`src/rtl/divider_pkg.sv`:
```
// -----------------------------------------------------------------------------
// divider_pkg
// Shared definitions for the non-restoring signed divider:
//   DEFAULT_WIDTH : default operand/result width in bits
//   state_t       : controller states (IDLE, CALC, FIX, DONE)
// Optional feature macro used by the divider: DIVIDER_DBZ_EN.
// -----------------------------------------------------------------------------
package divider_pkg;

  localparam int DEFAULT_WIDTH = 8;

  typedef enum logic [1:0] {
    ST_IDLE = 2'd0,
    ST_CALC = 2'd1,
    ST_FIX  = 2'd2,
    ST_DONE = 2'd3
  } state_t;

endpackage

```
`src/rtl/divider_step.sv`:
```
// -----------------------------------------------------------------------------
// divider_step
// One combinational non-restoring division iteration on magnitudes.
// Ports:
//   rem_in  [WIDTH+1:0] : signed partial remainder before this iteration
//   q_in                : next dividend bit shifted in from the quotient register
//   dvs_mag [WIDTH-1:0] : divisor magnitude
//   rem_out [WIDTH+1:0] : signed partial remainder after this iteration
//   q_out               : quotient bit produced by this iteration
// -----------------------------------------------------------------------------
module divider_step
  import divider_pkg::*;
#(
  parameter int WIDTH = DEFAULT_WIDTH
) (
  input  logic [WIDTH+1:0] rem_in,
  input  logic             q_in,
  input  logic [WIDTH-1:0] dvs_mag,
  output logic [WIDTH+1:0] rem_out,
  output logic             q_out
);

  logic [WIDTH+1:0] shifted_s;
  logic [WIDTH+1:0] dvs_ext_s;

  // Shift in the next dividend bit, then add or subtract the divisor depending
  // on the sign of the previous partial remainder. Two guard bits cover the
  // range [-2D, 2D) for a divisor magnitude of up to 2^(WIDTH-1).
  always_comb begin
    shifted_s = {rem_in[WIDTH:0], q_in};
    dvs_ext_s = {2'b00, dvs_mag};
    if (rem_in[WIDTH+1]) begin
      rem_out = shifted_s + dvs_ext_s;
    end else begin
      rem_out = shifted_s - dvs_ext_s;
    end
    // A non-negative result means the trial subtraction "fit".
    q_out = ~rem_out[WIDTH+1];
  end

endmodule

```
`src/rtl/nonrestoring_divider.sv`:
```
// -----------------------------------------------------------------------------
// nonrestoring_divider
// Multi-cycle signed (truncating) divider using one non-restoring iteration
// per clock. Result appears WIDTH+1 edges after start is accepted.
// Ports:
//   clk       : clock, rising edge
//   reset     : synchronous active-high reset
//   start     : request, only sampled in IDLE
//   dividend  : signed dividend, captured on accept
//   divisor   : signed divisor, captured on accept
//   busy      : high whenever the controller is not IDLE
//   valid     : one-cycle pulse with a new result
//   quotient  : signed quotient (held between results)
//   remainder : signed remainder, sign of dividend (held between results)
//   dbz       : (DIVIDER_DBZ_EN only) divide-by-zero flag, high with valid
// Macro DIVIDER_DBZ_EN: adds dbz and a short path for a zero divisor.
// -----------------------------------------------------------------------------
module nonrestoring_divider
  import divider_pkg::*;
#(
  parameter int WIDTH = DEFAULT_WIDTH
) (
  input  logic             clk,
  input  logic             reset,
  input  logic             start,
  input  logic [WIDTH-1:0] dividend,
  input  logic [WIDTH-1:0] divisor,
  output logic             busy,
  output logic             valid,
  output logic [WIDTH-1:0] quotient,
  output logic [WIDTH-1:0] remainder
`ifdef DIVIDER_DBZ_EN
  ,
  output logic             dbz
`endif
);

  localparam int PW = WIDTH + 2;
  localparam int CW = $clog2(WIDTH);
  localparam logic [CW-1:0] CNT_LAST = CW'(WIDTH - 1);
  localparam logic [CW-1:0] CNT_ONE  = {{(CW-1){1'b0}}, 1'b1};

  state_t state_r, state_next;

  logic [PW-1:0]    rem_r;       // signed partial remainder
  logic [WIDTH-1:0] quo_r;       // dividend bits shift out, quotient bits shift in
  logic [WIDTH-1:0] dvs_mag_r;
  logic [WIDTH-1:0] dividend_r;
  logic [CW-1:0]    cnt_r;
  logic             neg_q_r;
  logic             neg_r_r;
  logic             dvs_zero_r;
`ifdef DIVIDER_DBZ_EN
  logic             dbz_pend_r;  // zero-divisor result still to be published
`endif

  logic [PW-1:0]    step_rem_s;
  logic             step_q_s;
  logic [WIDTH-1:0] dvd_mag_s;
  logic [WIDTH-1:0] dvs_mag_s;
  logic [WIDTH-1:0] rem_mag_s;
  logic [WIDTH-1:0] q_final_s;
  logic [WIDTH-1:0] r_final_s;

  divider_step #(.WIDTH(WIDTH)) u_step (
    .rem_in  (rem_r),
    .q_in    (quo_r[WIDTH-1]),
    .dvs_mag (dvs_mag_r),
    .rem_out (step_rem_s),
    .q_out   (step_q_s)
  );

  // Operand magnitudes; the most-negative value maps to 2^(WIDTH-1) unsigned.
  always_comb begin
    if (dividend[WIDTH-1]) begin
      dvd_mag_s = {WIDTH{1'b0}} - dividend;
    end else begin
      dvd_mag_s = dividend;
    end
    if (divisor[WIDTH-1]) begin
      dvs_mag_s = {WIDTH{1'b0}} - divisor;
    end else begin
      dvs_mag_s = divisor;
    end
  end

  // Remainder correction and sign fix-up; a zero divisor overrides both.
  always_comb begin
    // Only the low WIDTH bits matter: the corrected remainder is < divisor.
    if (rem_r[PW-1]) begin
      rem_mag_s = rem_r[WIDTH-1:0] + dvs_mag_r;
    end else begin
      rem_mag_s = rem_r[WIDTH-1:0];
    end
    if (dvs_zero_r) begin
      q_final_s = {WIDTH{1'b1}};
      r_final_s = dividend_r;
    end else begin
      if (neg_q_r) begin
        q_final_s = {WIDTH{1'b0}} - quo_r;
      end else begin
        q_final_s = quo_r;
      end
      if (neg_r_r) begin
        r_final_s = {WIDTH{1'b0}} - rem_mag_s;
      end else begin
        r_final_s = rem_mag_s;
      end
    end
  end

  // Next-state logic.
  always_comb begin
    state_next = state_r;
    case (state_r)
      ST_IDLE: begin
        if (start) begin
`ifdef DIVIDER_DBZ_EN
          if (divisor == {WIDTH{1'b0}}) begin
            state_next = ST_DONE;
          end else begin
            state_next = ST_CALC;
          end
`else
          state_next = ST_CALC;
`endif
        end else begin
          state_next = ST_IDLE;
        end
      end
      ST_CALC: begin
        if (cnt_r == CNT_LAST) begin
          state_next = ST_FIX;
        end else begin
          state_next = ST_CALC;
        end
      end
      ST_FIX: state_next = ST_DONE;
      ST_DONE: begin
`ifdef DIVIDER_DBZ_EN
        // Zero-divisor path spends one DONE cycle publishing its result.
        if (dbz_pend_r) begin
          state_next = ST_DONE;
        end else begin
          state_next = ST_IDLE;
        end
`else
        state_next = ST_IDLE;
`endif
      end
      default: state_next = ST_IDLE;
    endcase
  end

  // State register and registered busy flag.
  always_ff @(posedge clk) begin
    if (reset) begin
      state_r <= ST_IDLE;
      busy    <= 1'b0;
    end else begin
      state_r <= state_next;
      busy    <= (state_next != ST_IDLE);
    end
  end

  // Datapath: operand capture, iteration, result registers and valid pulse.
  always_ff @(posedge clk) begin
    if (reset) begin
      rem_r      <= '0;
      quo_r      <= '0;
      dvs_mag_r  <= '0;
      dividend_r <= '0;
      cnt_r      <= '0;
      neg_q_r    <= 1'b0;
      neg_r_r    <= 1'b0;
      dvs_zero_r <= 1'b0;
      valid      <= 1'b0;
      quotient   <= '0;
      remainder  <= '0;
`ifdef DIVIDER_DBZ_EN
      dbz_pend_r <= 1'b0;
      dbz        <= 1'b0;
`endif
    end else begin
      case (state_r)
        ST_IDLE: begin
          valid <= 1'b0;
          if (start) begin
            rem_r      <= '0;
            quo_r      <= dvd_mag_s;
            dvs_mag_r  <= dvs_mag_s;
            dividend_r <= dividend;
            cnt_r      <= '0;
            neg_q_r    <= dividend[WIDTH-1] ^ divisor[WIDTH-1];
            neg_r_r    <= dividend[WIDTH-1];
            dvs_zero_r <= (divisor == {WIDTH{1'b0}});
`ifdef DIVIDER_DBZ_EN
            dbz_pend_r <= (divisor == {WIDTH{1'b0}});
`endif
          end else begin
            cnt_r <= cnt_r;
          end
        end
        ST_CALC: begin
          rem_r <= step_rem_s;
          quo_r <= {quo_r[WIDTH-2:0], step_q_s};
          cnt_r <= cnt_r + CNT_ONE;
        end
        ST_FIX: begin
          quotient  <= q_final_s;
          remainder <= r_final_s;
          valid     <= 1'b1;
        end
        ST_DONE: begin
`ifdef DIVIDER_DBZ_EN
          if (dbz_pend_r) begin
            quotient   <= q_final_s;
            remainder  <= r_final_s;
            valid      <= 1'b1;
            dbz        <= 1'b1;
            dbz_pend_r <= 1'b0;
          end else begin
            valid <= 1'b0;
            dbz   <= 1'b0;
          end
`else
          valid <= 1'b0;
`endif
        end
        default: valid <= 1'b0;
      endcase
    end
  end

endmodule

```
`config.mk`:
```
export PLATFORM = sky130hd
export DESIGN_NAME = nonrestoring_divider
export DESIGN_NICKNAME = d
export VERILOG_FILES = /design/src/rtl/divider_pkg.sv /design/src/rtl/divider_step.sv /design/src/rtl/nonrestoring_divider.sv
export SDC_FILE = /design/constraint.sdc
export NUM_CORES = 1
export LEC_CHECK = 0
export ABC_AREA = 1
export CAP_MARGIN = 25
export CORE_ASPECT_RATIO = 0.75
export CORE_UTILIZATION = 54
export DETAILED_ROUTE_END_ITERATION = 10
export GPL_TIMING_DRIVEN = 1
export PLACE_DENSITY = 0.75
export SETUP_SLACK_MARGIN = 0.02
export SYNTH_ARGS = -nofsm -noshare
export SYNTH_HDL_FRONTEND = slang
export SYNTH_SLANG_ARGS = --single-unit
```
`constraint.sdc`:
```
create_clock -name clk -period 2.8 [get_ports clk]
set_clock_uncertainty 0.15 [all_clocks]
set_input_delay 0.84 -clock clk [delete_from_list [all_inputs] [get_ports clk]]
set_output_delay 0.84 -clock clk [all_outputs]
set_load 0.05 [all_outputs]
```
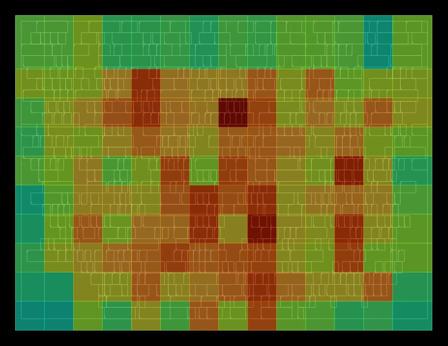
**Above:** run 1 (routing congestion).
fraction of met3 tracks used by global routing: 7.24%
most used routing layer: met2
routed length per placed instance: 15.0 um
global-route track usage on met1: 41.9%
global routing met2 resource utilization: 45.4%

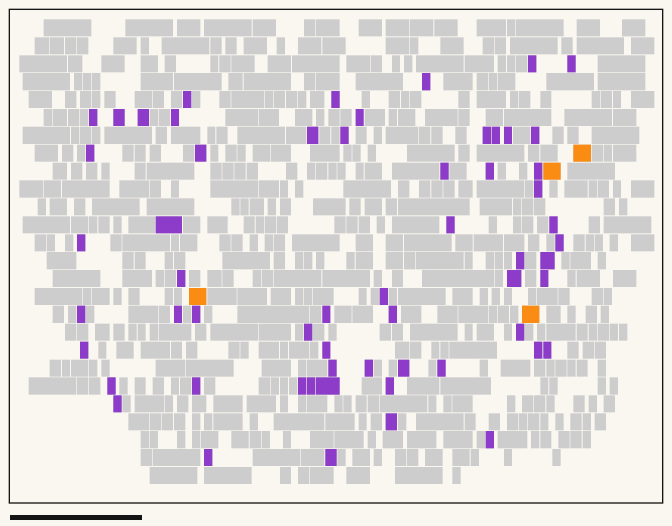
**Above:** run 1 (gate families picked out).
The bar under the picture is 20 um long.
legend:
  orange:
    family: AND-OR and OR-AND gates
    cells: 4
    most_used: a21o_1
    where: east
  purple:
    family: NOR gates
    cells: 59
    most_used: nor2_1
fin cells: 705
multi-input gate share of the layout cell area: 50.2%
most common cell after layout, fill and taps aside: sky130_fd_sc_hd__nand2_1

==> results.txt, run 1 <==
fresh numbers from the pnr run: run status finished clean, PD cells 541 nW/um^2, number of cell rows 26, Antenna diodes 0, Crit-path slowest cell sky130_fd_sc_hd__dfxtp_2, clk cell area share 5.24%, slew margin rel. 64.5%, max-cap violations 0, Met2 Routed Length 4.59 mm, clock tree sinks 59, capture instance of the worst register-to-register path quo_r[0], Post-Route Hold Slack 0.314 ns, final wirelength 10.6 mm, post-detail-place hpwl 7.92 mm, top fanout value on the critical path 5, source of the worst register-to-register timing path dvs_mag_r[0], Leading cell kind combinational gates, count of buffers added by post-CTS timing repair for setup 0, TritonCTS clock tree built, dominant combinational cell family by area after synthesis simple AND/OR/NAND/NOR gates, nonclk inv count 69, Setup TNS Final 0 ns, fraction of registers with async set/reset 0%, via count of the first global-routing pass 3,424, path category of the worst min-delay check flop to flop, Post-Place Cells 689, total cell area at the placement stage 4350 sq um, count of cells along the worst hold path 2, sequential power share 37.6%, number of detailed-route iterations in the first pass 5, Slew Viols, Final 0, net switching component of the power 0.771 mW, number of nets still failing antenna checks after routing 0, worst path required time 2.92 ns, stage-log warning count 30, placer's final routability congestion estimate 0.936
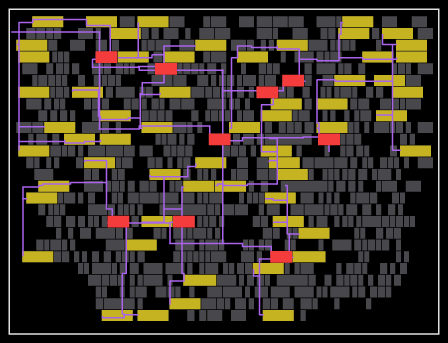
**Above:** run 1 (clock network drawn from the DEF).
legend:
  red:
    item: cells driving clock nets
    count: 9
  yellow:
    item: flip-flops
    count: 59
  purple:
    item: clock wires
    length: 824 um
routed clock nets: 10
total clock network power: 0.961 mW
insertion delay of the later-clocked pin in the worst-skew pair: 0.34 ns
part of the power in the clock network: 38.6%

-- run 1: critical path: cells and delay by family (launching register included) --
family | cells | cell delay [ns]
AND/OR/NAND/NOR | 9 | 0.86
adder cells (fa/ha/maj) | 2 | 0.57
flip-flops | 1 | 0.36
AND-OR/OR-AND | 3 | 0.33
XOR/XNOR | 1 | 0.15
buffers and inverters | 1 | 0.08
-- run 1: worst min-delay path by stage --
stage	endpoint
floorplan	cnt_r[0]
global placement	valid
detailed placement	valid
CTS	remainder[0]
global route	remainder[0]
finish	remainder[5]
-- run 1: logic make-up after synthesis --
group	count (synthesis)
and+or+nand+nor	225
AOI/OAI and AO/OA	148
buffers and inverters	87
DFF	59
adders and majority gates	30
xor gates and xnor gates	19
**Run 1: wiring by layer**

The bar under the picture is 20 um long.
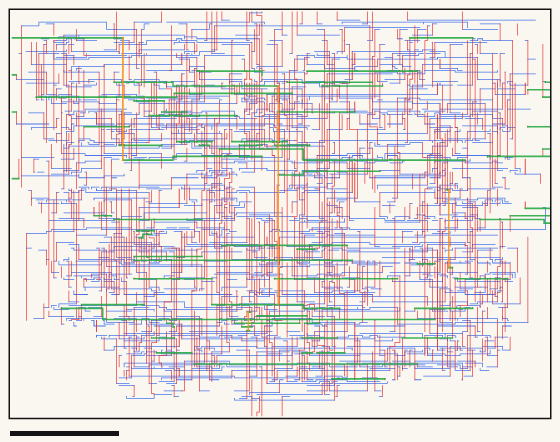

## Run 2: what changed since run 1
CORE_UTILIZATION = 33   (was 54)
PLACE_DENSITY = 0.5   (was 0.75)
RECOVER_POWER = 50   (was default)
SKIP_CTS_REPAIR_TIMING = 1   (was default)
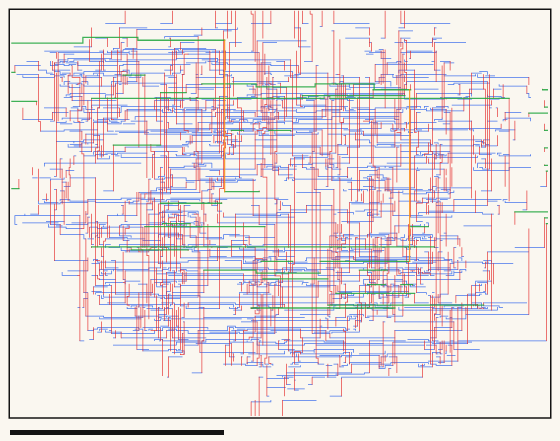
**Above:** run 2 (wiring by layer).
The bar under the picture is 50 um long.
legend:
  blue:
    layer: met1
    wire_length: 6,010 um
  red:
    layer: met2
    wire_length: 4,670 um
  green:
    layer: met3
    wire_length: 606 um
  orange:
    layer: met4
    wire_length: 75.5 um
final wirelength: 11.4 mm
via count: 3,814
routed length per placed instance: 14.9 um

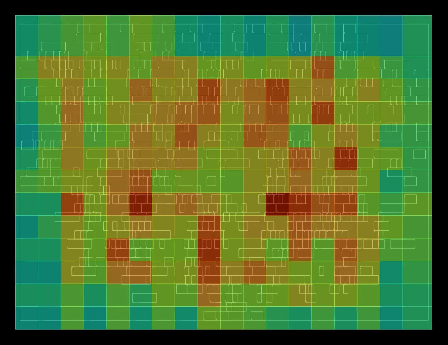
**Above:** run 2 (routing congestion).
Final Util: 42.4%
fraction of met3 tracks used by global routing: 3.65%

==> run 2 against run 1 <==
Against the previous run:
- sequential cell count stayed put
- critical endpoint is now dvs_mag_r[1]
- utilization is 25 points lower
- largest cell class unchanged
- register-to-register slack hardly changed
==> results.txt, run 2 <==
fresh numbers from the pnr run: run status finished clean, net switching component of the power 0.838 mW, placer's final routability congestion estimate 0.913, sequential power share 36.1%, Core Util at FP 34.4%, slew margin rel. 55.0%, worst path required time 2.93 ns, top cell type by instance count after synthesis sky130_fd_sc_hd__nand2_1, part of the Yosys area used for sequential elements 31.0%, source of the worst register-to-register timing path dvs_mag_r[1], total number of yosys warnings 0, number of antenna violations at the first check in global routing 0, stage-log warning count 31, power consumed by combinational cells 0.593 mW, number of detailed-route iterations in the first pass 5, Post-Place Cells 745, part of the power in the clock network 41.0%, post-detail-place hpwl 8.55 mm, via count of the first global-routing pass 3,660, global routing met2 resource utilization 30.5%, Setup TNS Final 0 ns, TritonCTS clock tree built, most common cell after layout, fill and taps aside sky130_fd_sc_hd__nand2_1, total cell area at the placement stage 4420 sq um, dominant combinational cell family by area after synthesis simple AND/OR/NAND/NOR gates, number of nets still failing antenna checks after routing 0, WP depth 8, count of cells along the worst hold path 2, Worst Hold End valid, top fanout value on the critical path 14, fin cells 762, fraction of registers with async set/reset 0%, CTS Root Cell sky130_fd_sc_hd__clkbuf_16, GRT overflow 0, Crit-path slowest cell sky130_fd_sc_hd__dlygate4sd3_1, most used routing layer met2, Met2 Routed Length 4.67 mm, Antenna diodes 0, total leakage power 2.12 nW, clock tree sinks 59, family with the most delay on the worst path buffers and inverters, insertion delay of the later-clocked pin in the worst-skew pair 0.34 ns, number of cell rows 33, area overhead of the layout relative to synthesis 23.3%, overall global routing resource usage 20.3%, Slew Viols, Final 0, global-route track usage on met1 29.2%, Post-Route Hold Slack 0.299 ns, capture instance of the worst register-to-register path quo_r[0], max-cap violations 0, signal arrival time at the worst endpoint 2.71 ns, Power Internal 1.75 mW, path category of the worst min-delay check flop to flop, PD cells 551 nW/um^2, Fmax 0.388 GHz, total clock network power 1.06 mW
run 2: cell counts after synthesis:
Identical to the previous run, type by type.
run 2: cell type report:
cell class	instances	area [sq um]
multi-input cells	422	2310
fillers	1146	6400
repair buffers	56	498
clock buffers	12	256
well taps	140	175
clock inverters	4	25.0
flip-flops and latches	59	1180
inverters	69	259
run 2: worst max path at each step:
stage,start,slack [ns],endpoint
after floorplan,dvs_mag_r[1],0.52,rem_r[6]
after global placement,divisor[0],0.22,dvs_mag_r[6]
after detailed placement,divisor[0],0.15,dvs_mag_r[6]
after CTS,dvs_mag_r[1],0.16,rem_r[7]
after global routing,start,0.02,dvs_mag_r[5]
final,start,0.22,dvs_mag_r[1]
## Run 3: what changed since run 2
CORE_ASPECT_RATIO = 0.6   (was 0.75)
CORE_MARGIN = 1   (was default)
CORE_UTILIZATION = 54   (was 33)
PLACE_DENSITY = 0.75   (was 0.5)
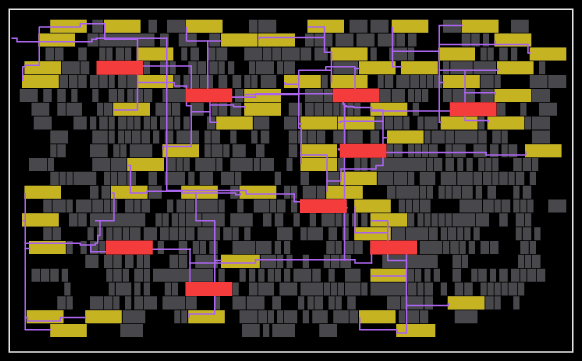
**Above:** run 3 (clock network drawn from the DEF).
legend:
  red:
    item: cells driving clock nets
    count: 9
  yellow:
    item: flip-flops
    count: 59
  purple:
    item: clock wires
    length: 886 um
flops lie: widely spread
routed clock nets: 10
total clock network power: 1.40 mW
insertion delay of the later-clocked pin in the worst-skew pair: 0.33 ns

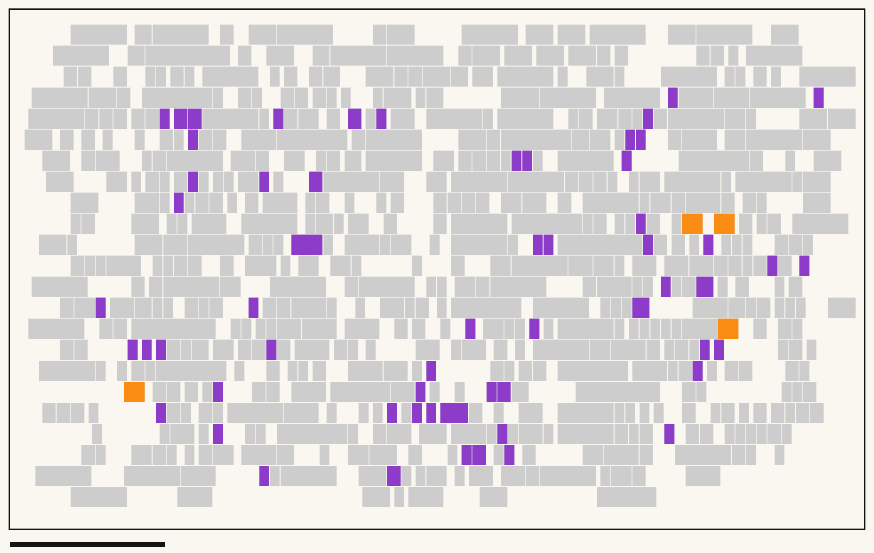
**Above:** run 3 (gate families picked out).
The bar under the picture is 20 um long.
legend:
  orange:
    family: AND-OR and OR-AND gates
    cells: 4
    most_used: a21o_1
  purple:
    family: NOR gates
    cells: 59
    most_used: nor2_1
    where: widely spread
multi-input gate share of the layout cell area: 48.8%
fin cells: 709

==> run 3 against run 2 <==
Against the previous run:
- worst setup slack better by 0.0019 ns
- power up 13%
- worst hold slack better by 0.0010 ns
- synthesized area unchanged
- register-to-register slack worse by 0.02 ns
- count of clock-buffer cells in the layout down 2
- sequential power up 0.6%
- final cell count down 7.0%
- critical path type is now flop to flop
- largest cell class unchanged
- highest routed layer unchanged
==> results.txt, run 3 <==
fresh numbers from the pnr run: area overhead of the layout relative to synthesis 24.3%, path category of the worst min-delay check flop to flop, Slew Viols, Final 0, family with the most delay on the worst path simple AND/OR/NAND/NOR gates, fraction of met3 tracks used by global routing 9.92%, capture instance of the worst register-to-register path quo_r[0], max-cap violations 0, I/O pin count 37, placer's final routability congestion estimate 0.935, Power Internal 2.09 mW, Met2 Routed Length 4.47 mm, part of the Yosys area used for sequential elements 31.0%, total leakage power 2.18 nW, Core Util at FP 56.4%, relative contribution of combinational cells to total power 20.4%, Crit-path slowest cell sky130_fd_sc_hd__dfxtp_2, signal arrival time at the worst endpoint 2.58 ns, Fmax 0.388 GHz, Antenna diodes 0, Critical Path End quo_r[0], sequential power share 32.0%, number of antenna violations at the first check in global routing 0, via count 4,080, overall global routing resource usage 31.9%, Reg clk slew, reported paths 0.06 ns, net switching component of the power 0.847 mW, Post-Place Cells 692, launch point of the worst path dvs_mag_r[0], classification of the worst setup path flop to flop, post-detail-place hpwl 8.40 mm, most used routing layer met1, total number of yosys warnings 0, power consumed by combinational cells 0.598 mW, Hold Violations, Final 0, uppermost metal layer occupied by signal nets met4, top cells by count 116 x sky130_fd_sc_hd__nand2_1, 66 x sky130_fd_sc_hd__inv_1, 62 x sky130_fd_sc_hd__a21oi_1, top fanout value on the critical path 5, Avg Synthesized Cell Area 6.72 sq um, CTS Root Cell sky130_fd_sc_hd__clkbuf_16, most common cell after layout, fill and taps aside sky130_fd_sc_hd__nand2_1, Setup TNS Final 0 ns, global routing met2 resource utilization 44.8%, count of cells along the worst hold path 2, source of the worst register-to-register timing path dvs_mag_r[0], number of fill cells in the layout 578, final wirelength 11.3 mm, routed length per placed instance 15.9 um, number of detailed-route iterations in the first pass 5, top cell type by instance count after synthesis sky130_fd_sc_hd__nand2_1, first-pass GRT wire length 18.0 mm, register bit count reported by yosys 59, global-route track usage on met1 47.2%, fraction of registers with async set/reset 0%, PD cells 619 nW/um^2, Finish-stage setup viols 0, Crit path buffers/inverters 2, worst path required time 2.81 ns, run status finished clean, Worst Hold End valid, WP depth 16, number of cell rows 23, TritonCTS clock tree built, dominant synthesized flop cell sky130_fd_sc_hd__dfxtp_1, GRT overflow 0, clock tree sinks 59, part of the power in the clock network 47.6%, Final Util 70.2%, via count of the first global-routing pass 3,512, stage-log warning count 30, slew margin rel. 11.3%, number of nets still failing antenna checks after routing 0
[run 3: layout make-up]
class                   count  area (sq um)  share of cell area (%)
inverters                  69           259                    5.46
clock buffers              10           239                    5.04
flip-flops and latches     59          1180                    24.9
clock inverters             6           136                    2.87
well taps                  87           109                    2.29
repair buffers             56           504                    10.6
multi-input cells         422          2310                    48.8
[run 3: logic make-up (layout without fill, tap and decap cells)]
family	after synthesis	in the layout	share of synthesized area, %
xor+xnor	19	19	4.36
fa+ha+maj	30	30	10.2
buf+inv	87	141	8.75
simple gates	225	225	24.7
compound gates	148	148	21.0
flops	59	59	31.0
[run 3: stage by stage]
stage / hold slack [ns] / instance area, sq um
after floorplan: 0.293 / 3820
after global placement: 0.280 / 4350
after detailed placement: 0.289 / 4350
after CTS: 0.300 / 4730
after global routing: 0.334 / 4740
final: 0.300 / 4740
Power is estimated from default activity; no workload was simulated.
